--- src/rtl/uartprobe_uart_rx.sv ---
// uartprobe_uart_rx: UART receiver with one-entry valid/ready buffer; define UARTPROBE_RX_PARITY_EN for an even-parity bit (8E1), else 8N1
module uartprobe_uart_rx #(
  parameter int BIT_CYCLES = 868
) (
  input  logic       clk,
  input  logic       aresetn,
  input  logic       uart_rx,
  output logic       rx_valid,
  output logic [7:0] rx_data,
  input  logic       rx_ready,
  output logic       rx_frame_err,
  output logic       rx_parity_err,
  output logic       rx_overrun
);
  localparam int CW = $clog2(BIT_CYCLES);
  localparam logic [CW-1:0] FULL = CW'(BIT_CYCLES - 1);
  localparam logic [CW-1:0] HALF = CW'(BIT_CYCLES / 2 - 1);
  localparam logic [2:0] IDLE = 3'd0;
  localparam logic [2:0] START = 3'd1;
  localparam logic [2:0] DATA = 3'd2;
  localparam logic [2:0] STOP = 3'd4;
  localparam logic [2:0] WAIT_IDLE = 3'd5;
`ifdef UARTPROBE_RX_PARITY_EN
  localparam logic [2:0] PARITY = 3'd3;
  localparam logic [2:0] AFTER_DATA = PARITY;
  logic par_bad;
`else
  localparam logic [2:0] AFTER_DATA = STOP;
`endif
  logic rx_meta, rxs;
  logic [2:0] state;
  logic [CW-1:0] cnt;
  logic [2:0] idx;
  logic [7:0] shift;
  logic byte_done, stop_low, tick, load;
  assign tick = cnt == '0;
  assign load = byte_done && (!rx_valid || rx_ready);
  // two-flop synchroniser, idles high
  always_ff @(posedge clk or negedge aresetn)
    if (!aresetn) {rx_meta, rxs} <= 2'b11;
    else {rx_meta, rxs} <= {uart_rx, rx_meta};
  // frame FSM: mid-bit sampling, byte completion and stop-bit check registered one cycle ahead of the buffer
  always_ff @(posedge clk or negedge aresetn) begin
    if (!aresetn) begin
      state <= IDLE;
      cnt <= '0;
      idx <= '0;
      shift <= '0;
      byte_done <= 1'b0;
      stop_low <= 1'b0;
`ifdef UARTPROBE_RX_PARITY_EN
      par_bad <= 1'b0;
`endif
    end else begin
      byte_done <= 1'b0;
      stop_low <= 1'b0;
      cnt <= tick ? FULL : cnt - 1'b1;
      case (state)
        IDLE: if (!rxs) begin
          state <= START;
          cnt <= HALF;
        end
        START: if (tick) begin
          state <= rxs ? IDLE : DATA;
          idx <= '0;
`ifdef UARTPROBE_RX_PARITY_EN
          par_bad <= 1'b0;
`endif
        end
        DATA: if (tick) begin
          shift[idx] <= rxs;
          idx <= idx + 1'b1;
          if (idx == 3'd7) state <= AFTER_DATA;
        end
`ifdef UARTPROBE_RX_PARITY_EN
        PARITY: if (tick) begin
          par_bad <= rxs != ^shift;
          state <= STOP;
        end
`endif
        STOP: if (tick) begin
          state <= rxs ? IDLE : WAIT_IDLE;
          byte_done <= rxs;
          stop_low <= !rxs;
        end
        WAIT_IDLE: if (rxs) state <= IDLE;
        default: state <= IDLE;
      endcase
    end
  end
  // single-entry output buffer with overrun and frame-error pulses
  always_ff @(posedge clk or negedge aresetn) begin
    if (!aresetn) begin
      rx_valid <= 1'b0;
      rx_data <= '0;
      rx_frame_err <= 1'b0;
      rx_overrun <= 1'b0;
    end else begin
      rx_frame_err <= stop_low;
      rx_overrun <= byte_done && rx_valid && !rx_ready;
      if (load) begin
        rx_valid <= 1'b1;
        rx_data <= shift;
      end else if (rx_ready) rx_valid <= 1'b0;
    end
  end
`ifdef UARTPROBE_RX_PARITY_EN
  // parity error travels with the byte it belongs to
  always_ff @(posedge clk or negedge aresetn)
    if (!aresetn) rx_parity_err <= 1'b0;
    else rx_parity_err <= load && par_bad;
`else
  assign rx_parity_err = 1'b0;
`endif
endmodule

--- config.mk ---
export PLATFORM = sky130hd
export DESIGN_NAME = uartprobe_uart_rx
export DESIGN_NICKNAME = d
export VERILOG_FILES = /design/src/rtl/uartprobe_uart_rx.sv
export SDC_FILE = /design/constraint.sdc
export NUM_CORES = 1
export LEC_CHECK = 0
export CORE_ASPECT_RATIO = 1.1
export CORE_MARGIN = 2
export CORE_UTILIZATION = 55
export CTS_CLUSTER_DIAMETER = 120
export DETAILED_ROUTE_END_ITERATION = 8
export GPL_ROUTABILITY_DRIVEN = 0
export PLACE_DENSITY_LB_ADDON = 0.05
export SLEW_MARGIN = 15
export SYNTH_ARGS = -nofsm -noshare
export SYNTH_HDL_FRONTEND = slang
export SYNTH_SLANG_ARGS = --single-unit
--- constraint.sdc ---
create_clock -name clk -period 3.3 [get_ports clk]
set_input_delay 0.495 -clock clk [delete_from_list [all_inputs] [get_ports clk]]
set_output_delay 0.495 -clock clk [all_outputs]
set_load 0.005 [all_outputs]
Figure 1. Routed clock nets over the placement (run 1).
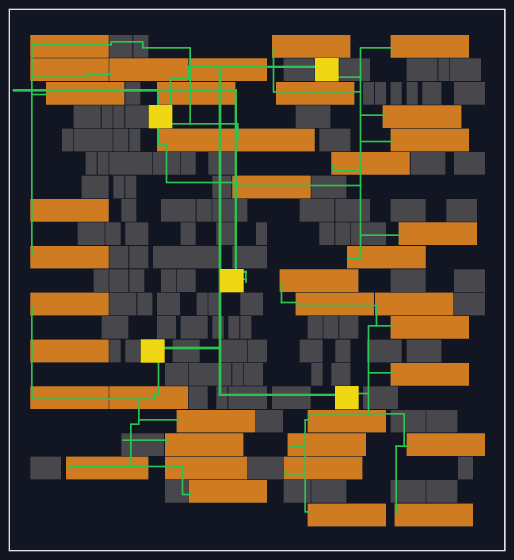
Green stands for clock wires, length 454 um. Yellow stands for clock drivers, count 5. Orange stands for flip-flops, count 39.
Position of the flops: spread over the die.

Figure 2. Cell placement (run 1).
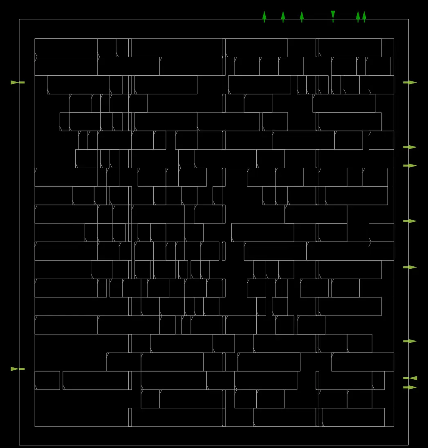
post-route insts no fill: 192
sequential cell count: 39
post-layout util: 63.5%
# rows: 21
Seq/total area: 51.0%

==> job_summary.md, run 1 <==
### Flow metrics

| Metric | Value |
|---|---|
| Status | completed |
| Fmax | roughly 420 MHz |
| Resize count post-CTS | 0 |
| Crit-path cells | inv_1 > ha_1 > or4b_4 > or3_4 > nor4_1 > mux2_1 |
| Simple-Gate Area Share | 17.4% |
| Max power group | registers |
| Yosys chip area | 1720 sq um |
| Kind of cell adding the most delay to the critical path | simple AND/OR/NAND/NOR gates |
| Met1 Wirelength | 1260 um |
| Sw Share | a little over a fifth |
| Setup Buffers After CTS | 0 |
| Crit path DAT | between 2 and 3 ns |
| Num CTS Buffers | 5 |
| Sequential power share | approximately two thirds |
| Top post-synthesis cells by count | dfrtp_1, mux2_2, nor2_1 |
| Final worst path period need | 2.39 ns |
| Initial antenna violation count | 0 |
| Routed wl met2 | 1470 um |
| XOR Share, Synth | 2.54% |
| Seq group | 483 uW |
| Mapped Avg Cell Area | 12.1 sq um |
| Max VDD drop | 0.286 mV |
| CTS tree | built |
| R2R Path Start | cnt[0] |
| Largest Register | cnt |
| Combinational gate power | about 13 uW |
| DR WL/cell | roughly 15 um |
| Die Area | 3600 sq um |
| Final Net Count | around 170 |
| Deepest clock path buffer count | 2 |
| Fraction of layout cells with a size suffix above 1 | 18.4% |
| Library cells used by synthesis | 38 |
| Floorplan utilization | between 50 and 60% |
| Clk pwr share | 32.9% |
| Syn Inst Count | 142 |
| Worst slew margin | about 45% |
| CP startpoint | cnt[0] |
| Clk sinks | 39 |
| Setup TNS | 0 ns |
| Cells after DPL | between 150 and 200 |
| Boundary pin count | 16 |
| Critical Path RT | 3.53 ns |
| Register area share after synthesis | a little under three fifths |
| Detail Placement HPWL | 2050 um |
| Top fanout value on the critical path | 8 |
| Tcrit/Tclk final | 72.5% |
| Largest net degree at the start of global routing | 40 |
| Die outline width | 57.4 um |
| Largest area contributor in the netlist | dfrtp_1 |
| HP Class | in2async |
| Main logic family after synthesis | simple AND/OR/NAND/NOR gates |
| Diodes inserted | 0 |
| OpenROAD warning count | 26 |
| Die H | between 60 and 70 um |
| Top cells, area | dfrtp_1, mux2_2, dfstp_2 |
| Leak pwr | 0.000876 uW |
| Synth Net Count | 149 |
| Ys async rst share | 100% |
| Drt total wl | 2890 um |
| Clock transition at path regs | 0.11 ns |
| Max reg flops | 10 |
| CP max-delay cell | or4b_4 |
| DR pass1 iterations | 4 |
| Clock net power | roughly 240 uW |
| Most frequent cells in the layout | dfrtp_1, mux2_2, clkdlybuf4s50_1, nor2_1, nand2_1 |
| Max incr delay on CP | 0.54 ns |
| Maximum capacitance violations | 0 |
| Synthesized area | 1720 sq um |
| End of the worst register-to-register path | shift[7] |
| H-tree Lvls | 2 |
| Max-area cell share | 53.7% |
Figure 3. Cells colored by class (run 1).
Bar = 20 um. Fill, decap, tap and diode cells in gray.
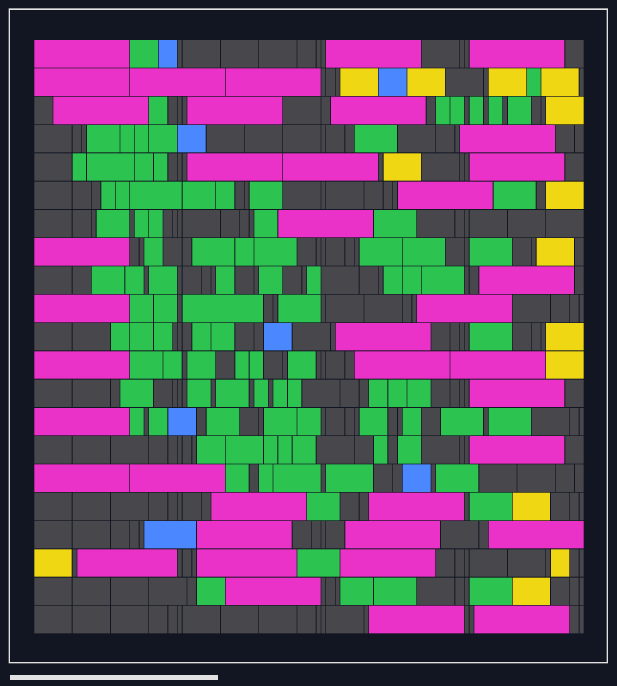
Yellow stands for other buffers and delay cells, cells 14. Magenta stands for flops, cells 39. Blue stands for clock drivers and dummy loads, cells 7. Green stands for combinational and other logic, cells 98.

Figure 4. Metal 2 (run 1).
Bar = 20 um.
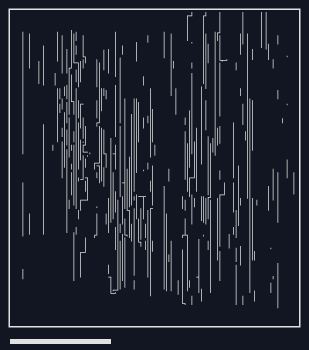
The longest straight run is 38.4 um. The layer carries 1470 um of wire. The wires run mostly vertical. The layer holds 51% of the routed length. 142 nets have wire on it.

[run 1: area by class of cell]
class	instances	area (sq um)
Fill cell	241	1100
Sequential cell	39	978
Multi-Input combinational cell	94	692
Timing Repair Buffer	14	135
Clock buffer	6	51.3
Tap cell	34	42.5
Inverter	4	15.0
Clock inverter	1	5.00
[run 1: metrics by stage]
step	setup WS, ns	hold WS, ns	power [uW]	instance area, sq um
2_1_floorplan	0.908	0.199	494	1720
3_3_place_gp	0.990	0.337	505	1860
3_5_place_dp	0.920	0.344	505	1860
4_1_cts	0.902	0.249	750	1920
5_1_grt	0.763	0.292	774	1920
6_report	0.907	0.236	738	1920
==> run 1 -> run 2 <==
- CORE_UTILIZATION: 55 -> 50
- clock period: 3.3 -> 2 ns (I/O delays scaled with it)
Figure 5. Supply network (run 2).
Pins as bars on the die edge. Tap cells in gray.
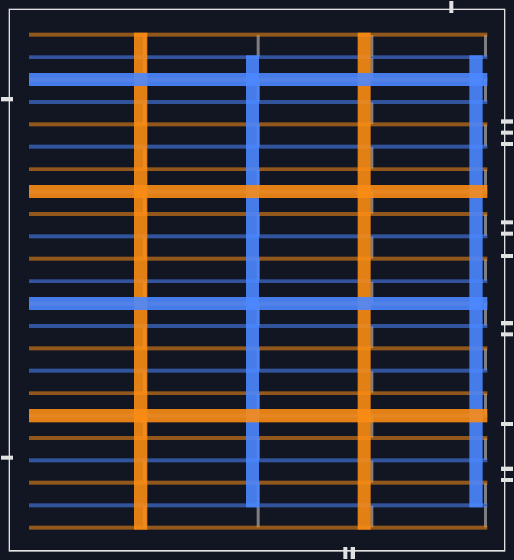
Orange stands for VSS. Blue stands for VDD.
16 signal pins sit on the boundary. 4 straps on met4. 23 met1 rails follow the rows. 48 tap cells.

Figure 6. Cell placement (run 2).
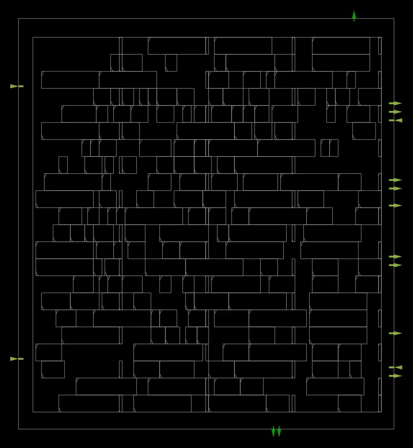
# rows: 22
post-layout util: 66.8%
Seq/total area: 44.0%

Figure 7. Metal 2 (run 2).
Bar = 20 um.
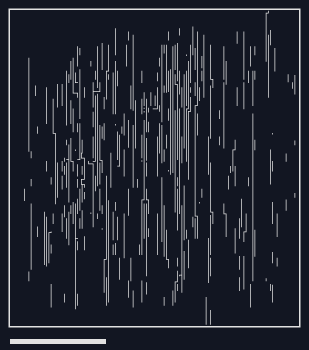
171 nets have wire on it. The layer carries 1560 um of wire. The longest straight run is 34.7 um. The wires run mostly vertical. The layer holds 48% of the routed length.

==> job_summary.md, run 2 <==
### Flow metrics

| Metric | Value |
|---|---|
| Status | finished with violations |
| Failing checks | negative setup slack |
| Max VDD drop | 0.448 mV (+57%) |
| Comb/total area | 35.5% (-0.52 points) |
| Sw Share | 21.6% (+0.45 points) |
| HP Class | in2async |
| Combinational gate power | 21.6 uW (+69%) |
| Clock transition at path regs | 0.12 ns (about the same) |
| Fraction of layout cells with a size suffix above 1 | 35.0% (+17 points) |
| Die H | 65.6 um (+4.6%) |
| Largest area contributor in the netlist | dfrtp_1 |
| Main logic family after synthesis | simple AND/OR/NAND/NOR gates |
| CP max-delay cell | or4b_4 |
| Sequential power share | 58.9% (-6.5 points) |
| Resize count post-CTS | 6 (+6) |
| Crit-path cells | inv_1 > ha_2 > or4b_4 > or3_4 > nor4_4 > mux2_4 |
| Max power group | registers |
| H-tree Lvls | 2 (unchanged) |
| Non-CTS buffers | 35 (+21) |
| Cell Area, Placed | 2020 sq um (+8.6%) |
| Total power | 1350 uW (+83%) |
| Final worst path period need | 2.10 ns (-0.297 ns) |
| Final Net Count | 186 (+13%) |
| Clk pwr share | 39.5% (+6.6 points) |
| OpenROAD warning count | 29 (+12%) |
| Clk sinks | 39 (unchanged) |
| Clkbuf count | 5 (-1) |
| Final WS setup | -0.0962 ns (-1.00 ns) |
| Inverter count | 4 (unchanged) |
| XOR Share, Synth | 2.54% (unchanged) |
| Design Area, Final | 2230 sq um (+16%) |
| Simple-Gate Area Share | 17.4% (unchanged) |
| Detail Placement HPWL | 2270 um (+11%) |
| Max incr delay on CP | 0.50 ns (-0.04 ns) |
| Boundary pin count | 16 (unchanged) |
| Worst slew margin | 43.8% (-1.3 points) |
| Post-route insts no fill | 228 (+19%) |
| Largest Register | cnt |
| Drt total wl | 3270 um (+13%) |
| Largest cell class | sequential cells |
| Top fanout value on the critical path | 4 (-4) |
| Tcrit/Tclk final | 105% (+32 points) |
| Seq group | 797 uW (+65%) |
| Top cells, area | dfrtp_1, mux2_2, dfstp_2 |
| Initial antenna violation count | 0 (unchanged) |
| Setup TNS | -0.538 ns (-0.538 ns) |
| Deepest clock path buffer count | 2 (unchanged) |
| Maximum capacitance violations | 0 (unchanged) |
| CTS tree | built |
| Max-area cell share | 53.7% (unchanged) |
| Yosys chip area | 1720 sq um (unchanged) |
| Diodes inserted | 0 (unchanged) |
| Signal buf overhead | 13.5% (+6.5 points) |
| WHS | 0.0325 ns (-0.203 ns) |
| Synth Net Count | 149 (unchanged) |
| Setup violators final | 13 |
| Library cells used by synthesis | 38 (unchanged) |
| DR WL/cell | 14.3 um (-4.6%) |
| Cells after DPL | 216 (+17%) |
| Max reg flops | 10 (unchanged) |
| Clock-cell share | 3.65% (+0.72 points) |
| Setup Buffers After CTS | 3 (+3) |
| Post-Place Worst Slack | -0.114 ns (-1.03 ns) |
| Sequential cell area | 978 sq um (unchanged) |
| Filler cells | 269 (+12%) |
[run 2: critical path, delay by kind of cell, from the launching register on]
family	cells	cell delay, ns
fa+ha+maj	1	0.17
mux	1	0.32
buf+inv	1	0.06
flops	1	0.40
simple gates	3	1.05
[run 2: layer usage]
layer	global-route usage, %	up-vias	part of all wire (%)
met2	30.7	29	48
met5	0	-	0
met3	4.13	9	2.7
met4	9.44	0	2.3
met1	26.7	622	47
li1	-	593	-
[run 2: worst paths after layout]
path,start,end,slack [ns],depth (start not counted)
worst min-delay path,aresetn,rx_data[5],0.03,1
min in group clk,uart_rx,rx_meta,0.34,1
worst min register to register,stop_low,rx_frame_err,0.36,0
worst max register to register,cnt[0],shift[3],-0.1,6
max in group asynchronous,aresetn,state[1],1.44,1
worst max-delay path,cnt[0],shift[3],-0.1,6
==> run 2 -> run 3 <==
- CTS_CLUSTER_DIAMETER: 120 -> 50
Figure 8. Routed clock nets over the placement (run 3).
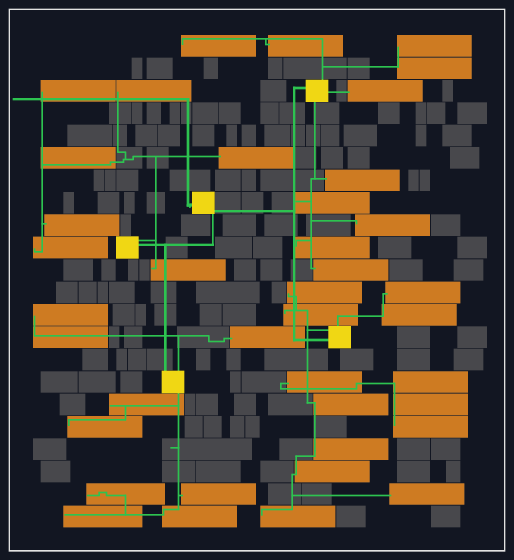
Yellow stands for clock drivers, count 5. Green stands for clock wires, length 437 um. Orange stands for flip-flops, count 39.
Position of the flops: spread over the die. There are 6 routed clock nets.

Figure 9. Cells colored by class (run 3).
Bar = 20 um. Fill, decap, tap and diode cells in gray.
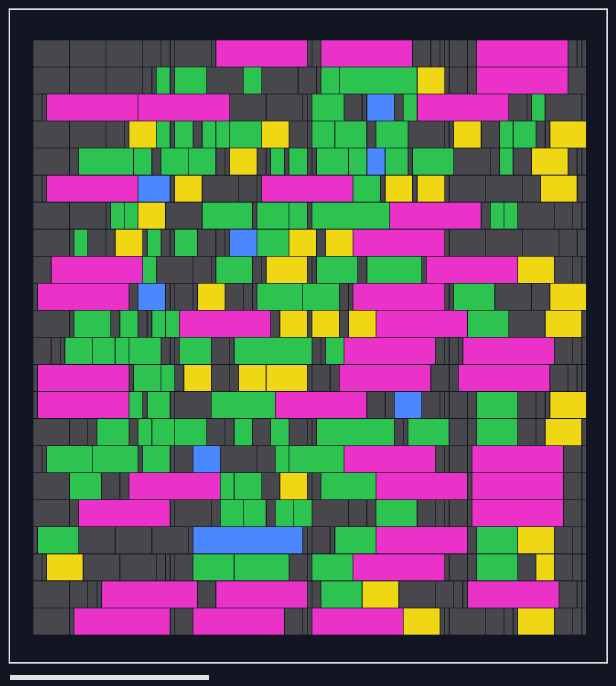
Magenta stands for flops, cells 39. Green stands for combinational and other logic, cells 98. Blue stands for clock drivers and dummy loads, cells 8. Yellow stands for other buffers and delay cells, cells 35.

Figure 10. Cell placement (run 3).
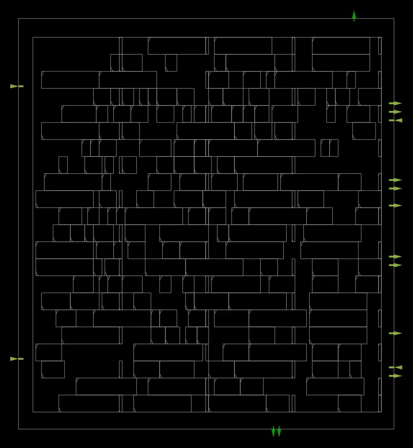
Taps Inserted: 48
Std-Cell Core Area: 3330 sq um
post-route insts no fill: 228
Filler cells: 269

==> job_summary.md, run 3 <==
### Flow metrics

| Metric | Value |
|---|---|
| Total power | 1350 uW (unchanged) |
| Clock transition at path regs | 0.12 ns (about the same) |
| Setup violators final | 13 (unchanged) |
| CP Capture Point | shift[3] |
| Routing usage on met1 | 26.7% (unchanged) |
| Clk sinks | 39 (unchanged) |
| End of the worst register-to-register path | shift[3] |
| Fraction of layout cells with a size suffix above 1 | 35.0% (unchanged) |
| Crit-path cells | inv_1 > ha_2 > or4b_4 > or3_4 > nor4_4 > mux2_4 |
| Yosys aoi share | between 6 and 7% |
| Register area share after synthesis | 56.8% |
| Max power group | registers |
| # rows | 22 (unchanged) |
| Max Used Layer | met4 |
| Pins Over Slew Limit | 0 |
| Kind of cell adding the most delay to the critical path | simple AND/OR/NAND/NOR gates |
| CP startpoint | cnt[0] |
| Crit. path cell count | 6 (unchanged) |
| GR Util met3 | 4.13% (unchanged) |
| Final Net Count | 186 (unchanged) |
| Max incr delay on CP | 0.50 ns (about the same) |
| Clk pwr share | 39.5% (about the same) |
| RSZ-0062 raised after global routing | yes |
| Yosys chip area | 1720 sq um (unchanged) |
| Diodes inserted | 0 (unchanged) |
| Setup Buffers After CTS | 3 (unchanged) |
| Library cells used by synthesis | 38 (unchanged) |
| Top cells, area | dfrtp_1, mux2_2, dfstp_2 |
| Synth Net Count | 149 (unchanged) |
| Status | finished with violations |
| Mapped Avg Cell Area | around 12 sq um |
| Final worst path period need | 2.10 ns (unchanged) |
| R2R Path Start | cnt[0] |
| Simple-Gate Area Share | 17.4% (unchanged) |
| H-tree Lvls | 2 (unchanged) |
| Met1 Wirelength | 1550 um (unchanged) |
| Die H | 65.6 um (unchanged) |
| Seq group | 797 uW (about the same) |
| XOR Share, Synth | 2.54% (unchanged) |
| Boundary pin count | 16 (unchanged) |
| Cells after DPL | 216 (unchanged) |
| Final WS setup | -0.0962 ns (unchanged) |
| Worst reg2reg setup slack | -0.1 ns (about the same) |
| Gr busiest metal | met2 |
| Top fanout value on the critical path | 4 (unchanged) |
| Met2 Use GR | 30.7% (unchanged) |
| Maximum capacitance violations | 0 (unchanged) |
| Initial antenna violation count | 0 (unchanged) |
| Deepest clock path buffer count | 2 (unchanged) |
| Drt total wl | 3270 um (unchanged) |
| Max reg flops | 10 (unchanged) |
| Max-area cell share | 53.7% (unchanged) |
| Tcrit/Tclk final | 105% (unchanged) |
| Combinational gate power | 21.6 uW (about the same) |
| CP max-delay cell | or4b_4 |
| Die Area | 3930 sq um |
| Worst slew margin | 43.8% (unchanged) |
| Sw Share | 21.6% (unchanged) |
| Internal power | 1060 uW |
| Sequential cell area | 978 sq um (unchanged) |
| Reg2reg path depth | 6 (unchanged) |
| Largest Register | cnt |
| Failing checks | negative setup slack |
| Main logic family after synthesis | simple AND/OR/NAND/NOR gates |
| CTS tree | built |
| Wire length on met3 | 89 um (unchanged) |
| OpenROAD warning count | 29 (unchanged) |
| Synthesized area | 1720 sq um |
| Largest area contributor in the netlist | dfrtp_1 |
| Skew final | 0.00484 ns |
| HP Class | in2async |
| DR pass1 iterations | 4 |
| DR WL/cell | 14.3 um (unchanged) |
| Resize count post-CTS | 6 (unchanged) |
| Max VDD drop | 0.448 mV (unchanged) |
| Detail Placement HPWL | 2270 um (unchanged) |
| Sequential power share | 58.9% (about the same) |
| Crit path buf inv count | 1 (unchanged) |
| Routed wl met2 | 1560 um (unchanged) |
## run 3: cell counts after synthesis
No cell type changed its count.
## run 3: per-stage QoR
step	cell area [sq um]	TNS, ns	setup WS (ns)	utilization, %	hold WS, ns
floorplan	1740	-0.737	-0.246	-	0.00441
global route	2230	-1.49	-0.153	66.8	0.0921
detailed placement	2020	-0.417	-0.114	60.7	0.338
finish	2230	-0.538	-0.0962	66.8	0.0325
CTS	2160	-1.05	-0.118	64.9	0.0682
global placement	2020	-0.130	-0.0474	60.7	0.333
## run 3: area by class of cell
class	instances	area share, %
Clock buffer	5	1.69
Clock inverter	3	1.97
Inverter	4	0.675
Multi-Input combinational cell	94	35.5
Sequential cell	39	44.0
Tap cell	48	2.70
Timing Repair Buffer	35	13.5
Power figures rest on the tool's default switching activity, not on a simulated workload.
